Fig. 1: clock network drawn from the DEF
(4 px per um)
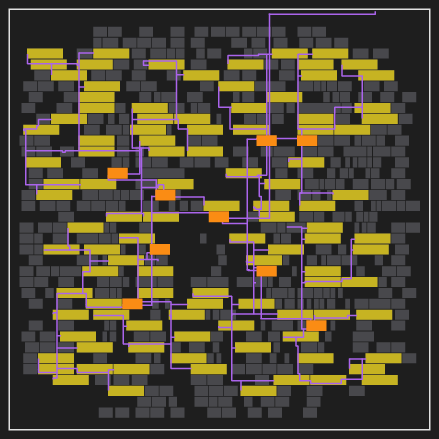
Fig. 2: local utilization
(4 px per um) The die is cut into 10 by 10 equal tiles; white is low, dark blue is high, 0 to 100% covered.
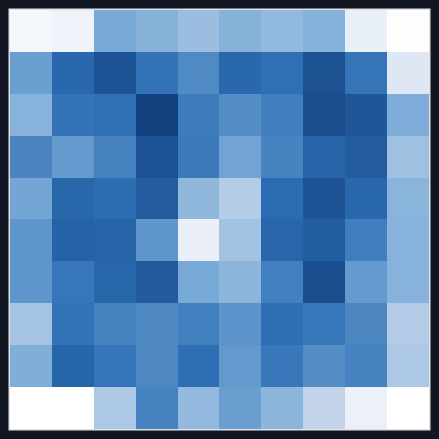
Fig. 3: M3 wires
(4 px per um) Cells faint in the background.
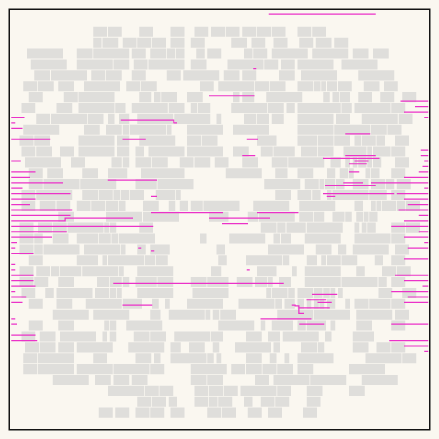
File: src/rtl/accel_bus_pkg.sv
// Shared constants and types for the CPU accelerator bus slave.
// Covers bus encodings, the register map, CTRL/STATUS bit positions and the FSM state type.
package accel_bus_pkg;

    localparam logic [1:0] RDWR_RD = 2'b10;
    localparam logic [1:0] RDWR_WR = 2'b01;

    localparam logic [2:0] REG_CTRL   = 3'd0;
    localparam logic [2:0] REG_STATUS = 3'd1;
    localparam logic [2:0] REG_SRC    = 3'd2;
    localparam logic [2:0] REG_DST    = 3'd3;
    localparam logic [2:0] REG_LEN    = 3'd4;
    localparam logic [2:0] REG_WGT    = 3'd5;
    localparam logic [2:0] REG_RESULT = 3'd6;
    localparam logic [2:0] REG_ID     = 3'd7;

    localparam int CTRL_GO  = 0;
    localparam int CTRL_IE  = 1;
    localparam int CTRL_CLR = 2;

    localparam int STAT_BUSY = 0;
    localparam int STAT_DONE = 1;
    localparam int STAT_ERR  = 2;

    typedef enum logic [1:0] {
        ST_IDLE,
        ST_WR_ACK,
        ST_RD_LATCH,
        ST_RD_ACK
    } bus_state_e;

endpackage

File: src/rtl/accel_bus_slave_if.sv
// CPU-side accelerator bus: transaction strobes, address, data in both directions and the done pulse.
interface accel_bus_slave_if #(
    parameter int DATA_W = 16,
    parameter int ADDR_W = 3
);
    logic              bus_en;
    logic              bus_start;
    logic [1:0]        bus_rdwr;
    logic [ADDR_W-1:0] bus_regaddr;
    logic [DATA_W-1:0] bus_data_in;
    logic [DATA_W-1:0] bus_data_out;
    logic              bus_data_oe;
    logic              bus_done;

    modport master (
        output bus_en, bus_start, bus_rdwr, bus_regaddr, bus_data_in,
        input  bus_data_out, bus_data_oe, bus_done
    );

    modport slave (
        input  bus_en, bus_start, bus_rdwr, bus_regaddr, bus_data_in,
        output bus_data_out, bus_data_oe, bus_done
    );
endinterface

File: src/rtl/accel_regfile.sv
// Register storage for the accelerator slave: write decode, read mux and the sticky
// done/err status bits fed by the accelerator completion pulse.
module accel_regfile
    import accel_bus_pkg::*;
#(
    parameter int              DATA_W   = 16,
    parameter int              ADDR_W   = 3,
    parameter logic [DATA_W-1:0] ID_VALUE = 16'hACC1
) (
    input  logic              clk,
    input  logic              rst,
    input  logic              wr_en_i,
    input  logic [ADDR_W-1:0] wr_addr_i,
    input  logic [DATA_W-1:0] wr_data_i,
    input  logic              err_set_i,
    input  logic [ADDR_W-1:0] rd_addr_i,
    output logic [DATA_W-1:0] rd_data_o,
    input  logic              acc_busy_i,
    input  logic              acc_done_i,
    input  logic [DATA_W-1:0] acc_result_i,
    output logic              go_fire_o,
    output logic [DATA_W-1:0] src_o,
    output logic [DATA_W-1:0] dst_o,
    output logic [DATA_W-1:0] len_o,
    output logic [DATA_W-1:0] wgt_o,
    output logic              irq_o
);

    logic [DATA_W-1:0] src_q, src_d;
    logic [DATA_W-1:0] dst_q, dst_d;
    logic [DATA_W-1:0] len_q, len_d;
    logic [DATA_W-1:0] wgt_q, wgt_d;
    logic [DATA_W-1:0] result_q, result_d;
    logic              ie_q, ie_d;
    logic              done_q, done_d;
    logic              err_q, err_d;

    logic ctrl_wr;
    logic go_write;
    logic clr_write;

    assign ctrl_wr   = wr_en_i && (wr_addr_i == REG_CTRL);
    assign go_write  = ctrl_wr && wr_data_i[CTRL_GO];
    assign clr_write = ctrl_wr && wr_data_i[CTRL_CLR];
    // A GO while the core is still running is refused and flagged instead of launched.
    assign go_fire_o = go_write && !acc_busy_i;

    always_comb begin
        src_d    = src_q;
        dst_d    = dst_q;
        len_d    = len_q;
        wgt_d    = wgt_q;
        ie_d     = ie_q;
        result_d = result_q;
        done_d   = done_q;
        err_d    = err_q;

        if (wr_en_i) begin
            case (wr_addr_i)
                REG_CTRL: ie_d  = wr_data_i[CTRL_IE];
                REG_SRC:  src_d = wr_data_i;
                REG_DST:  dst_d = wr_data_i;
                REG_LEN:  len_d = wr_data_i;
                REG_WGT:  wgt_d = wr_data_i;
                default:  ;
            endcase
        end

        // Setting beats clearing so a completion racing a CLR is never lost.
        if (acc_done_i) begin
            result_d = acc_result_i;
            done_d   = 1'b1;
        end else if (clr_write) begin
            done_d = 1'b0;
        end

        if (err_set_i || (go_write && acc_busy_i)) begin
            err_d = 1'b1;
        end else if (clr_write) begin
            err_d = 1'b0;
        end
    end

    always_ff @(posedge clk or posedge rst) begin
        if (rst) begin
            src_q    <= '0;
            dst_q    <= '0;
            len_q    <= '0;
            wgt_q    <= '0;
            result_q <= '0;
            ie_q     <= 1'b0;
            done_q   <= 1'b0;
            err_q    <= 1'b0;
        end else begin
            src_q    <= src_d;
            dst_q    <= dst_d;
            len_q    <= len_d;
            wgt_q    <= wgt_d;
            result_q <= result_d;
            ie_q     <= ie_d;
            done_q   <= done_d;
            err_q    <= err_d;
        end
    end

    always_comb begin
        rd_data_o = '0;
        case (rd_addr_i)
            REG_CTRL:   rd_data_o[CTRL_IE] = ie_q;
            REG_STATUS: begin
                rd_data_o[STAT_BUSY] = acc_busy_i;
                rd_data_o[STAT_DONE] = done_q;
                rd_data_o[STAT_ERR]  = err_q;
            end
            REG_SRC:    rd_data_o = src_q;
            REG_DST:    rd_data_o = dst_q;
            REG_LEN:    rd_data_o = len_q;
            REG_WGT:    rd_data_o = wgt_q;
            REG_RESULT: rd_data_o = result_q;
            REG_ID:     rd_data_o = ID_VALUE;
            default:    rd_data_o = '0;
        endcase
    end

    assign src_o = src_q;
    assign dst_o = dst_q;
    assign len_o = len_q;
    assign wgt_o = wgt_q;
    assign irq_o = done_q && ie_q;

endmodule

File: src/rtl/accel_bus_slave.sv
// Register-mapped CPU bus slave in front of the NN accelerator core: bus transaction FSM
// plus the go/done handshake, with register storage delegated to accel_regfile.
module accel_bus_slave
    import accel_bus_pkg::*;
#(
    parameter int                DATA_W   = 16,
    parameter int                ADDR_W   = 3,
    parameter logic [DATA_W-1:0] ID_VALUE = 16'hACC1
) (
    input  logic              clk,
    input  logic              rst,
    accel_bus_slave_if.slave  bus,
    output logic              acc_go,
    input  logic              acc_busy,
    input  logic              acc_done,
    input  logic [DATA_W-1:0] acc_result,
    output logic [DATA_W-1:0] acc_src,
    output logic [DATA_W-1:0] acc_dst,
    output logic [DATA_W-1:0] acc_len,
    output logic [DATA_W-1:0] acc_wgt,
    output logic              irq
);

    bus_state_e        state_q, state_d;
    logic [ADDR_W-1:0] addr_q, addr_d;
    logic [DATA_W-1:0] rd_q, rd_d;
    logic              go_pend_q, go_pend_d;

    logic              accept;
    logic              is_rd;
    logic              is_wr;
    logic              wr_en;
    logic              illegal;
    logic              go_fire;
    logic [DATA_W-1:0] rf_rd_data;

    assign accept  = (state_q == ST_IDLE) && bus.bus_start && bus.bus_en;
    assign is_rd   = (bus.bus_rdwr == RDWR_RD);
    assign is_wr   = (bus.bus_rdwr == RDWR_WR);
    assign wr_en   = accept && is_wr;
    assign illegal = accept && !is_rd && !is_wr;

    accel_regfile #(
        .DATA_W   (DATA_W),
        .ADDR_W   (ADDR_W),
        .ID_VALUE (ID_VALUE)
    ) u_regfile (
        .clk          (clk),
        .rst          (rst),
        .wr_en_i      (wr_en),
        .wr_addr_i    (bus.bus_regaddr),
        .wr_data_i    (bus.bus_data_in),
        .err_set_i    (illegal),
        .rd_addr_i    (addr_q),
        .rd_data_o    (rf_rd_data),
        .acc_busy_i   (acc_busy),
        .acc_done_i   (acc_done),
        .acc_result_i (acc_result),
        .go_fire_o    (go_fire),
        .src_o        (acc_src),
        .dst_o        (acc_dst),
        .len_o        (acc_len),
        .wgt_o        (acc_wgt),
        .irq_o        (irq)
    );

    always_ff @(posedge clk or posedge rst) begin
        if (rst) begin
            state_q   <= ST_IDLE;
            addr_q    <= '0;
            rd_q      <= '0;
            go_pend_q <= 1'b0;
        end else begin
            state_q   <= state_d;
            addr_q    <= addr_d;
            rd_q      <= rd_d;
            go_pend_q <= go_pend_d;
        end
    end

    // Illegal rdwr codes still take the write-ack path so the CPU always sees a done.
    always_comb begin
        state_d   = state_q;
        addr_d    = addr_q;
        rd_d      = rd_q;
        go_pend_d = 1'b0;
        case (state_q)
            ST_IDLE: begin
                if (accept) begin
                    if (is_rd) begin
                        addr_d  = bus.bus_regaddr;
                        state_d = ST_RD_LATCH;
                    end else begin
                        go_pend_d = go_fire;
                        state_d   = ST_WR_ACK;
                    end
                end
            end
            ST_WR_ACK: state_d = ST_IDLE;
            ST_RD_LATCH: begin
                rd_d    = rf_rd_data;
                state_d = bus.bus_en ? ST_RD_ACK : ST_IDLE;
            end
            ST_RD_ACK: state_d = ST_IDLE;
            default:   state_d = ST_IDLE;
        endcase
    end

    // Dropping bus_en mid-transaction suppresses done/oe; a committed GO still launches.
    always_comb begin
        bus.bus_done     = 1'b0;
        bus.bus_data_oe  = 1'b0;
        bus.bus_data_out = '0;
        acc_go           = 1'b0;
        case (state_q)
            ST_WR_ACK: begin
                bus.bus_done = bus.bus_en;
                acc_go       = go_pend_q;
            end
            ST_RD_ACK: begin
                bus.bus_done     = bus.bus_en;
                bus.bus_data_oe  = bus.bus_en;
                bus.bus_data_out = bus.bus_en ? rd_q : '0;
            end
            default: ;
        endcase
    end

endmodule
File: src/flat_wrapper.sv
// flat-port wrapper written by rule: the top's interface ports become plain ports
module accel_bus_slave_flat import accel_bus_pkg::*;
#(
    parameter int                DATA_W   = 16,
    parameter int                ADDR_W   = 3,
    parameter logic [DATA_W-1:0] ID_VALUE = 16'hACC1
)
  (clk, rst, acc_go, acc_busy, acc_done, acc_result, acc_src, acc_dst, acc_len, acc_wgt, irq, bus_bus_en, bus_bus_start, bus_bus_rdwr, bus_bus_regaddr, bus_bus_data_in, bus_bus_data_out, bus_bus_data_oe, bus_bus_done);
  accel_bus_slave_if #(.DATA_W(DATA_W), .ADDR_W(ADDR_W)) bus_i ();
  input  logic clk;
  input  logic rst;
  output logic acc_go;
  input  logic acc_busy;
  input  logic acc_done;
  input  logic [DATA_W-1:0] acc_result;
  output logic [DATA_W-1:0] acc_src;
  output logic [DATA_W-1:0] acc_dst;
  output logic [DATA_W-1:0] acc_len;
  output logic [DATA_W-1:0] acc_wgt;
  output logic irq;
  input wire logic [$bits(bus_i.bus_en)-1:0] bus_bus_en;
  input wire logic [$bits(bus_i.bus_start)-1:0] bus_bus_start;
  input wire logic [$bits(bus_i.bus_rdwr)-1:0] bus_bus_rdwr;
  input wire logic [$bits(bus_i.bus_regaddr)-1:0] bus_bus_regaddr;
  input wire logic [$bits(bus_i.bus_data_in)-1:0] bus_bus_data_in;
  output wire logic [$bits(bus_i.bus_data_out)-1:0] bus_bus_data_out;
  output wire logic [$bits(bus_i.bus_data_oe)-1:0] bus_bus_data_oe;
  output wire logic [$bits(bus_i.bus_done)-1:0] bus_bus_done;
  assign bus_i.bus_en = bus_bus_en;
  assign bus_i.bus_start = bus_bus_start;
  assign bus_i.bus_rdwr = bus_bus_rdwr;
  assign bus_i.bus_regaddr = bus_bus_regaddr;
  assign bus_i.bus_data_in = bus_bus_data_in;
  assign bus_bus_data_out = bus_i.bus_data_out;
  assign bus_bus_data_oe = bus_i.bus_data_oe;
  assign bus_bus_done = bus_i.bus_done;
  accel_bus_slave #(.DATA_W(DATA_W), .ADDR_W(ADDR_W), .ID_VALUE(ID_VALUE)) u_core (.clk(clk), .rst(rst), .bus(bus_i), .acc_go(acc_go), .acc_busy(acc_busy), .acc_done(acc_done), .acc_result(acc_result), .acc_src(acc_src), .acc_dst(acc_dst), .acc_len(acc_len), .acc_wgt(acc_wgt), .irq(irq));
endmodule
File: config.mk
export PLATFORM = sky130hd
export DESIGN_NAME = accel_bus_slave_flat
export DESIGN_NICKNAME = d
export VERILOG_FILES = /design/src/rtl/accel_bus_pkg.sv /design/src/rtl/accel_bus_slave_if.sv /design/src/rtl/accel_regfile.sv /design/src/rtl/accel_bus_slave.sv /design/src/flat_wrapper.sv
export SDC_FILE = /design/constraint.sdc
export NUM_CORES = 1
export LEC_CHECK = 0
export CAP_MARGIN = 10
export CORE_MARGIN = 2
export CORE_UTILIZATION = 48
export CTS_CLUSTER_DIAMETER = 40
export DETAILED_ROUTE_END_ITERATION = 10
export PLACE_DENSITY = 0.79
export SLEW_MARGIN = 10
export SYNTH_ARGS = -nofsm -noshare
export SYNTH_HDL_FRONTEND = slang
export SYNTH_SLANG_ARGS = --single-unit
export TNS_END_PERCENT = 1
File: constraint.sdc
create_clock -name clk -period 5.3 [get_ports clk]
set_input_delay 1.06 -clock clk [delete_from_list [all_inputs] [get_ports clk]]
set_output_delay 1.06 -clock clk [all_outputs]
set_load 0.03 [all_outputs]
==> reports/highlights.md <==
Layout
- **Non-Filler Instances** 645
- **area of combinational cells with multiple inputs** 2120 um^2
- **number of inserted diodes** 0
- **Layout non-clock buf frac** 20.0%
- **number of clock-tree buffers in the layout** 11
- **Non-Filler Cell Area, Final** 6460 um^2
- **Clock buffers and inverters, area share** 3.53%
- **top logic cells by instance count in the layout** 126 x clkdlybuf4s50_1, 105 x dfrtp_1, 84 x mux2_2
- **flop share of the area** 40.7%
- **leading cell category by total area** sequential cells
- **register area** 2630 um^2
- **area growth from synthesis to layout** 32.6%
- **nets@finish** 550
- **logic gate fraction of the total cell area** 32.9%
- **#MultiIn Comb** 256

Clock network
- **cts hold-fix bufs** 0
- **H-tree depth** 3
- **clock tree root buffer cell** clkbuf_8
- **Num Clock Sinks** 105
- **clock transition at the registers of the reported paths** 0.09 ns

Synthesis
- **number of enable-type register cells in the synthesized netlist** 0
- **top post-synthesis cells by count** 105 x dfrtp_1, 84 x mux2_2, 20 x nor2_1
- **dominant non-sequential cell family after synthesis** multiplexers
- **synthesized area per cell** 12.5 um^2
- **cell total in the yosys stat output** 390
- **mapped cell area** 4870 um^2
- **cells after synthesis** 390
- **flip-flop cell with the highest count after synthesis** dfrtp_1
- **Mapped Nets** 433
- **async set-reset flop share out of synthesis** 100%
- **Unique cell types** 47

Drt
- **via count** 3628
- **Avg WL per Cell** 20.1 um
- **DR WL met3** 689 um
- **iteration count of the initial detailed-routing pass** 4
- **total length of routed wires** 13000 um
- **wire length on met2** 6270 um
- **Iteration-0 DRC Markers** 121

Placed design
- **Detailed Place HPWL** 8720 um
- **Post-Place Setup Slack** 1.09 ns

Global route
- **GR Util met2** 39.3%
- **global routing usage on met3** 4.62%
- **number of antenna violations at the first check in global routing** 0
- **grt met1 use** 34.6%
- **via count of the first global-routing pass** 3817

Die
- **Init Core Util** 49.6%
- **Tapcell Cnt** 133
- **width of the die** 105 um
- **height of the chip** 105 um

Worst setup path
- **R2R setup slack** 2.83 ns
- **slowest cell delay on critical path** 0.68 ns
- **critical path peak fanout** 17
- **buffer-and-inverter tally for the worst setup path** 2
- **category of the worst setup path launch point** primary input
- **sequence of cells on the critical path** clkdlybuf4s50_1 > and3_1 > and2_1 > clkdlybuf4s50_1
- **classification of the worst setup path** primary input to primary output

Pwr
- **switching component of the power** 732 uW
- **combinational-cell power consumption** 644 uW
- **clk pwr** 556 uW
- **VDD IR max** 168 uV
- **leakage dissipation** 0.00282 uW
- **share of total power in sequential cells** 46.3%
- **cell area power density** 346 nW/um^2
- **portion of total power attributed to the clock network** 24.9%
- **combinational share of power** 28.8%

Final timing
- **Worst Tran Pin Value** 1.17 ns
- **Final TNS setup** 0 ns
- **Period Utilization, post-route** 79.3%
- **fmax** 0.238 GHz
- **time the final worst path needs with I/O delays and setup** 4.20 ns

Run status
- **run status** completed

Back to the opening pictures, Fig. 1:
[purple] clock wires | length: 1120 um
[orange] cells driving clock nets | count: 9
[yellow] flip-flops | count: 105
flops lie	all over the die
routed clock nets	10

Back to the opening pictures, Fig. 2:
mean over tiles	57%
nearly empty tiles	4.0%
tiles over 75% full	25%

Back to the opening pictures, Fig. 3:
longest straight run	42.3 um
nets with wire on the layer	87

==> worst paths after layout <==
kind                            depth (start not counted)              from                             to
worst max-delay path                                    4        bus_bus_en           bus_bus_data_out[14]
min in group asynchronous                               2               rst  u_core.u_regfile.result_q[10]
max in group asynchronous                               3               rst                 u_core.rd_q[4]
worst min register to register                          1    u_core.rd_q[0]                 u_core.rd_q[0]
worst max register to register                          5  u_core.addr_q[1]                 u_core.rd_q[7]
worst min-delay path                                    1    u_core.rd_q[0]                 u_core.rd_q[0]
==> sequential cells by signal (all words and copies together), names as in the netlist, 2 cells and up <==
signal / count
u_core.u_regfile.wgt_o: 16
u_core.state_q: 2
u_core.u_regfile.dst_o: 16
u_core.u_regfile.src_o: 16
u_core.addr_q: 3
u_core.rd_q: 16
u_core.u_regfile.len_o: 16
u_core.u_regfile.result_q: 16
No activity file was given, so power comes from the tool's default toggle rates.
